<file path="src/rtl/seg7_multi_display.sv">
`default_nettype none
// ============================================================================
//  Module      : seg7_multi_display
//  Description : Multi-digit seven-segment controller. Accepts a binary value
//                over valid/ready, converts it to BCD with a bit-serial
//                double-dabble engine (or passes it through as hex), and
//                drives NUM_DIGITS active-low gfedcba segment groups with
//                optional leading-zero blanking and overflow dashes.
//  Revision    : 1.0 - initial release
// ============================================================================
module seg7_multi_display #(
   parameter int NUM_DIGITS = 6,
   parameter int BIN_W      = 20
) (
   input  logic                    clk,
   input  logic                    reset_n,
   input  logic                    in_valid,
   output logic                    in_ready,
   input  logic [BIN_W-1:0]        in_value,
   input  logic                    in_hex,
   input  logic                    in_blank_lz,
   output logic [7*NUM_DIGITS-1:0] leds,
   output logic                    overflow,
   output logic                    done
);

   localparam int BCD_W = 4 * NUM_DIGITS;
   localparam int CNT_W = $clog2(BIN_W + 1);
   localparam logic [CNT_W-1:0] LAST_CNT = CNT_W'(BIN_W - 1);

   // Segment code for a dash: only segment g lit (active-low)
   localparam logic [6:0] DASH_N = 7'b0111111;
   localparam logic [6:0] OFF_N  = 7'b1111111;

   // 10**n evaluated at elaboration; fits 64 bits for every legal digit count
   function automatic logic [63:0] pow10(input int n);
      logic [63:0] r;
      r = 64'd1;
      for (int j = 0; j < n; j++) begin
         r = r * 64'd10;
      end
      return r;
   endfunction

   localparam logic [63:0] DEC_LIMIT = pow10(NUM_DIGITS);

   // Active-high gfedcba pattern for one hex digit
   function automatic logic [6:0] seg_of(input logic [3:0] n);
      logic [6:0] s;
      case (n)
         4'h0:    s = 7'b0111111;
         4'h1:    s = 7'b0000110;
         4'h2:    s = 7'b1011011;
         4'h3:    s = 7'b1001111;
         4'h4:    s = 7'b1100110;
         4'h5:    s = 7'b1101101;
         4'h6:    s = 7'b1111101;
         4'h7:    s = 7'b0000111;
         4'h8:    s = 7'b1111111;
         4'h9:    s = 7'b1101111;
         4'hA:    s = 7'b1110111;
         4'hB:    s = 7'b1111100;
         4'hC:    s = 7'b0111001;
         4'hD:    s = 7'b1011110;
         4'hE:    s = 7'b1111001;
         default: s = 7'b1110001;
      endcase
      return s;
   endfunction

   typedef enum logic [1:0] {
      IDLE    = 2'd0,
      CONVERT = 2'd1,
      UPDATE  = 2'd2
   } state_t;

   state_t             state;
   logic [BIN_W-1:0]   value_r;
   logic               hex_r;
   logic               blank_r;
   logic               ovf_r;
   logic [BCD_W-1:0]   bcd;
   logic [CNT_W-1:0]   cnt;

   logic [63:0]        in_ext;
   logic               ovf_at_xfer;
   logic [BCD_W-1:0]   bcd_adj;
   logic [BCD_W-1:0]   hex_src;
   logic [7*NUM_DIGITS-1:0] leds_next;

   assign in_ext = 64'(in_value);

   // Range check done on the incoming value so it is ready when latched
   always_comb begin
      if (in_hex) begin
         ovf_at_xfer = (in_ext >> BCD_W) != 64'd0;
      end else begin
         ovf_at_xfer = in_ext >= DEC_LIMIT;
      end
   end

   // Double-dabble correction: bias every nibble >= 5 before the shift
   always_comb begin
      bcd_adj = bcd;
      for (int i = 0; i < NUM_DIGITS; i++) begin
         if (bcd[4*i +: 4] >= 4'd5) begin
            bcd_adj[4*i +: 4] = bcd[4*i +: 4] + 4'd3;
         end
      end
   end

   // Hex digit source sized to the display, truncating or zero-extending
   generate
      if (BIN_W >= BCD_W) begin : g_hex_trunc
         assign hex_src = value_r[BCD_W-1:0];
      end else begin : g_hex_ext
         assign hex_src = {{(BCD_W - BIN_W){1'b0}}, value_r};
      end
   endgenerate

   // Segment image: dashes on overflow, else decoded digits with blanking
   always_comb begin
      logic [3:0] nib;
      logic       zero_above;
      nib        = 4'd0;
      zero_above = 1'b1;
      leds_next  = '1;
      for (int i = NUM_DIGITS - 1; i >= 0; i--) begin
         nib = hex_r ? hex_src[4*i +: 4] : bcd[4*i +: 4];
         if (nib != 4'd0) begin
            zero_above = 1'b0;
         end
         if (ovf_r) begin
            leds_next[7*i +: 7] = DASH_N;
         end else if (blank_r && (i != 0) && zero_above) begin
            leds_next[7*i +: 7] = OFF_N;
         end else begin
            leds_next[7*i +: 7] = ~seg_of(nib);
         end
      end
   end

   // Control FSM: accept, convert bit-serially, then publish the display
   always_ff @(posedge clk or negedge reset_n) begin
      if (!reset_n) begin
         state    <= IDLE;
         in_ready <= 1'b1;
         done     <= 1'b0;
         overflow <= 1'b0;
         leds     <= '1;
         value_r  <= '0;
         hex_r    <= 1'b0;
         blank_r  <= 1'b0;
         ovf_r    <= 1'b0;
         bcd      <= '0;
         cnt      <= '0;
      end else begin
         done <= 1'b0;
         case (state)
            IDLE: begin
               if (in_valid && in_ready) begin
                  value_r  <= in_value;
                  hex_r    <= in_hex;
                  blank_r  <= in_blank_lz;
                  ovf_r    <= ovf_at_xfer;
                  in_ready <= 1'b0;
                  if (in_hex) begin
                     state <= UPDATE;
                  end else begin
                     bcd   <= '0;
                     cnt   <= '0;
                     state <= CONVERT;
                  end
               end
            end
            CONVERT: begin
               bcd     <= {bcd_adj[BCD_W-2:0], value_r[BIN_W-1]};
               value_r <= value_r << 1;
               cnt     <= cnt + CNT_W'(1);
               if (cnt == LAST_CNT) begin
                  state <= UPDATE;
               end
            end
            UPDATE: begin
               leds     <= leds_next;
               overflow <= ovf_r;
               done     <= 1'b1;
               in_ready <= 1'b1;
               state    <= IDLE;
            end
            default: begin
               state    <= IDLE;
               in_ready <= 1'b1;
            end
         endcase
      end
   end

endmodule
`default_nettype wire

</file>
<file path="config.mk">
export PLATFORM = sky130hd
export DESIGN_NAME = seg7_multi_display
export DESIGN_NICKNAME = d
export VERILOG_FILES = /design/src/rtl/seg7_multi_display.sv
export SDC_FILE = /design/constraint.sdc
export NUM_CORES = 1
export LEC_CHECK = 0
export CORE_MARGIN = 2
export CORE_UTILIZATION = 52
export DETAILED_ROUTE_END_ITERATION = 8
export PLACE_DENSITY = 0.77
export SLEW_MARGIN = 20
export SYNTH_ARGS = -nofsm -noshare
export SYNTH_HDL_FRONTEND = slang
export SYNTH_SLANG_ARGS = --single-unit
</file>
<file path="constraint.sdc">
create_clock -name clk -period 2.2 [get_ports clk]
set_input_delay 0.22 -clock clk [delete_from_list [all_inputs] [get_ports clk]]
set_output_delay 0.22 -clock clk [all_outputs]
set_load 0.01 [all_outputs]
</file>
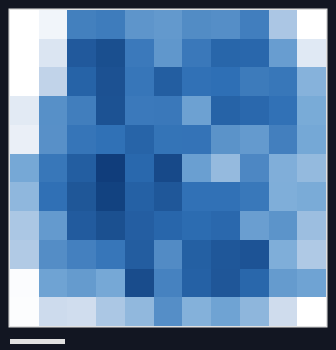
(cell area per tile)
Bar = 20 µm. The die is cut into 11 by 11 equal tiles; white is low, dark blue is high, 0 to 100% covered.
- mean over tiles: 59%
- fullest tile: 95%
- tiles over 75% full: 27%
- nearly empty tiles: 5.8%
- densest ninth of the die: center
floorplan utilization: 53.01%
final core occ: 65.77%
CORE AREA: 11910 µm²

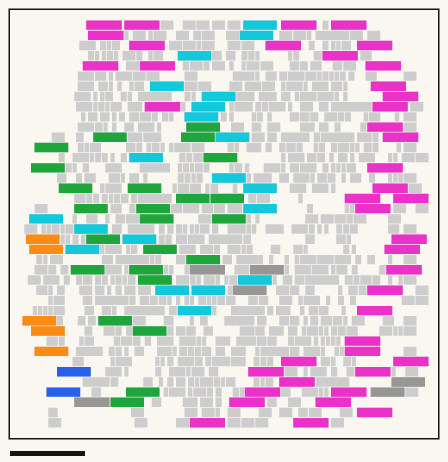
(where the registers sit)
Bar = 20 µm.
- magenta: `leds` (flops 42)
- green: `bcd` (flops 24)
- blue: `state` (flops 2)
- cyan: `value_r` (flops 20)
- orange: `cnt` (flops 5; where lower left)
- not colored: 6
P_seq: 0.00384 W
Flop area: 2532 µm²
Seq/total area: 32.33%

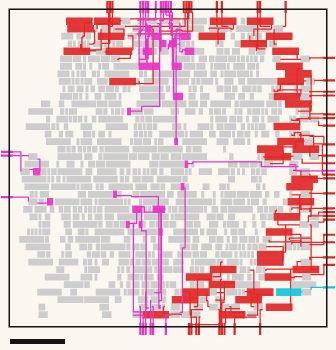
(nets reached from selected ports)
Bar = 20 µm.
- magenta: `in_value` (direction input; edge 10 top, 6 bottom, 3 left, 1 right; end cells 25; buffers 20; wire 713 µm)
- red: `leds` (direction output; edge 21 right, 12 top, 9 bottom; end cells 42; buffers 42; wire 991 µm)
- cyan: `done` (direction output; edge right; end cells 1; buffers 1; wire 6.50 µm)

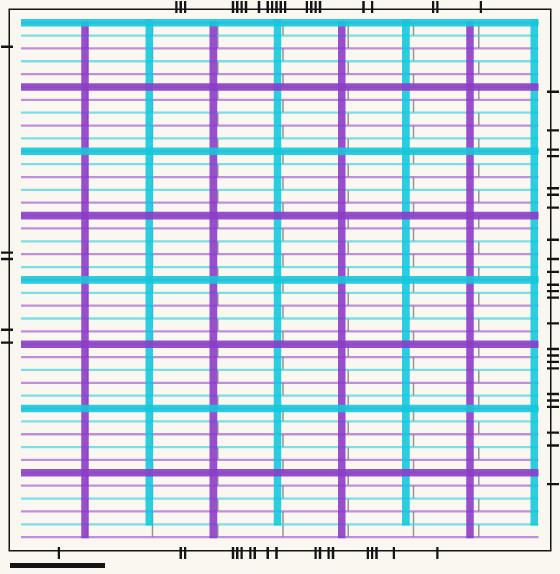
(PDN straps and rails)
Bar = 20 µm. Pins as bars on the die edge. Tap cells in gray.
- cyan: VDD
- purple: VSS
- signal pins: 70
- tap cells: 147

==> results.sh <==
# flow metrics
export IMPL_synth_area_um2=6315
export IMPL_ios=70
export IMPL_dr_pass1_iters=5
export IMPL_cp_depth=9
export IMPL_setup_viol=0
export IMPL_clockBufferDepth=2
export IMPL_cts_root_buf="clkbuf_16"
export IMPL_fin_cells=940
export IMPL_finalMaxSlewViolations=0
export IMPL_gp_congestion=0.8849
export IMPL_top_cell_area_share_pct=22.19
export IMPL_antenna_found_initial=0
export IMPL_num_vias=5510
export IMPL_worst_setup_path_end_kind="flop"
export IMPL_timing_final_crit_share_pct=99.53
export IMPL_cp_start_kind="flop"
export IMPL_cp_arrival_ps=2460
export IMPL_cpMaxStageDelayCell="dfrtp_2"
export IMPL_synth_nets=768
export IMPL_syn_inst=694
export IMPL_clkTransAtPathRegs_ps=70
export IMPL_htreeDepth=3
export IMPL_ys_warn_count=0
export IMPL_cts_inserted_buffers=9
export IMPL_fmax_ghz=0.4567
export IMPL_cp_required_ps=2470
export IMPL_maxCapViolations=0
export IMPL_crit_top_cell="buf_6"
export IMPL_dp_slack_ps=-47.20
export IMPL_drive_gt1_share_pct=18.03
export IMPL_yosys_cells=694
export IMPL_crit_family="simple AND/OR/NAND/NOR gates"
export IMPL_critPathMaxStageDelay_ps=450
export IMPL_syn_area_per_cell_um2=9.099
export IMPL_status="completed"
export IMPL_ys_seq_share_pct=40.08
export IMPL_clock_skew_final_ps=8.576
export IMPL_wl_um=15940
export IMPL_insertedDiodeCount=0
export IMPL_ys_seq_elements=99
export IMPL_ys_chip_area_um2=6315
export IMPL_irDropWorstVdd_v=0.0006884
export IMPL_area_leaders="dfrtp_1 22%, dfstp_2 18%, ha_1 9.7%, nand2_1 4.9%, nor2_1 4.8%"
export IMPL_nFillCells=986
export IMPL_place_inst=916
export IMPL_chipArea_um2=13040
export IMPL_die_h_um=114.2
export IMPL_drt_iter0_markers=473
export IMPL_critical_path_buf_inv_count=2
export IMPL_leakagePower_nw=3.396
export IMPL_insertion_delay_ps=350
export IMPL_crit_type="reg2reg"
export IMPL_lay_top_cells="81 x nand2_1, 79 x nor2_1, 68 x clkdlybuf4s50_1"
export IMPL_routedWlPerCell_um=16.96
export IMPL_synthArstFlopShare_pct=100.0
export IMPL_synthToLayoutAreaGrowth_pct=24.05
export IMPL_grt_usage_pct=25.37
export IMPL_log_warning_count=63
export IMPL_drt_vias_per_instance=5.862
export IMPL_die_w_um=114.2
export IMPL_drc_errors=0
export IMPL_maxSlewHeadroom_pct=57.74
export IMPL_final_layout_top_logic_cell="nand2_1"
export IMPL_fin_hold_ws_ps=325.9
export IMPL_edf_count=0
export IMPL_grt_pass1_wl_um=26190
export IMPL_r2r_cells=9
export IMPL_rsz0062_at_grt="true"
export IMPL_largest_area_cell="dfrtp_1"
export IMPL_min_period_ps=2190
export IMPL_setup_ws_ps=10.37
export IMPL_crit_chain="buf_6 -> mux2i_4 -> ha_2 -> and3_4 -> o211ai_4 -> buf_6 -> nor4_4 -> nor2_4 -> a31oi_1"
export IMPL_portBuffers=69
export IMPL_layout_nets=862
export IMPL_critical_path_max_fanout=5
export IMPL_powerDensity_nw_per_um2=1676
export IMPL_rows=40
export IMPL_grt_max_degree=69
export IMPL_tightest_slew_ps=616.3
export IMPL_hold_path_class="in2async"
export IMPL_cts_sinks=99
export IMPL_ff_type="dfrtp_1"
-- where the power goes --
part	leakage [nW]	total [W]	switching, W	internal (W)
Clock	0.143	0.00169	0.000688	0.000999
Sequential	1.15	0.00384	0.000887	0.00295
Combinational	2.10	0.00761	0.00404	0.00357
-- synth_stat cells (4+ instances only) --
library cell	n
a32oi_1	5
ha_1	49
o21a_1	5
o21ai_0	43
mux2i_1	24
clkbuf_1	21
inv_1	33
a221oi_1	4
xnor2_1	6
nor2_1	80
mux2_2	7
a31oi_1	24
o21ai_1	7
dfstp_2	43
a211oi_1	6
nor3_1	10
nand3_1	17
xor2_1	8
nor3b_1	4
o211ai_1	5
a21oi_1	46
nand2_1	82
a22oi_1	5
buf_2	7
buf_1	4
mux2i_2	5
a32o_1	6
dfrtp_1	56
o31ai_1	9
o32ai_1	5
nand2b_1	15
o22a_1	4
-- registers in the layout, summed over array words and instances (netlist names) --
register / flops
cnt: 5
hex_r: 1
in_ready: 1
leds: 42
done: 1
state: 2
bcd: 24
overflow: 1
value_r: 20
ovf_r: 1
blank_r: 1
-- logic make-up (layout without fill, tap and decap cells) --
kind of cell / Yosys count / in the layout / share of synthesized area, %
mux: 37 / 37 / 6.499
compound gates: 195 / 195 / 20.09
xor+xnor: 14 / 14 / 1.942
fa+ha+maj: 49 / 49 / 9.709
buf+inv: 70 / 169 / 4.795
flops: 99 / 99 / 40.08
simple gates: 230 / 230 / 16.88
-- path summary, 6_finish.rpt --
| path | from | end | slack, ps |
|---|---|---|---|
| max in group asynchronous | reset_n | leds[8]$_DFFE_PN1P_ | 1110 |
| min in group clk | in_value[1] | value_r[1]$_DFFE_PN0P_ | 440 |
| max reg2reg | hex_r$_DFFE_PN0P_ | leds[12]$_DFFE_PN1P_ | 10 |
| max | hex_r$_DFFE_PN0P_ | leds[12]$_DFFE_PN1P_ | 10 |
| min | reset_n | value_r[1]$_DFFE_PN0P_ | 330 |
| min reg2reg | leds[13]$_DFFE_PN1P_ | leds[13]$_DFFE_PN1P_ | 470 |
-- metrics by stage --
stage / area [µm²] / power, W / setup TNS (ps)
finish: 7834 / 0.01313 / 0
global route: 7834 / 0.01418 / -597.9
CTS: 7724 / 0.01288 / 0
detailed placement: 7388 / 0.01111 / -47.20
global placement: 7388 / 0.01078 / 0
floorplan: 6345 / 0.008561 / 0
-- metal layers --
layer | part of all wire [%] | vias to the layer above | GRT usage (%)
met4 | 2.5 | 0 | 10.49
met5 | 0 | - | 0
met1 | 46 | 2650 | 34.63
met2 | 47 | 180 | 40.87
met3 | 4.5 | 25 | 3.441
li1 | - | 2655 | -
-- cell type report --
class / count / area share, %
Clock buffer: 12 / 3.019
Clock inverter: 4 / 0.9583
Inverter: 34 / 1.629
Multi-Input combinational cell: 525 / 45.39
Sequential cell: 99 / 32.33
Tap cell: 147 / 2.348
Timing Repair Buffer: 119 / 14.33
-- what timing repair did --
item,in CTS,in global routing
setup buffers,1,6
gates resized,2,16
endpoints found under the hold margin,24,0
hold buffers,1,0
setup endpoints to repair,1,13
pin swaps,0,6
Power is estimated from default activity; no workload was simulated.
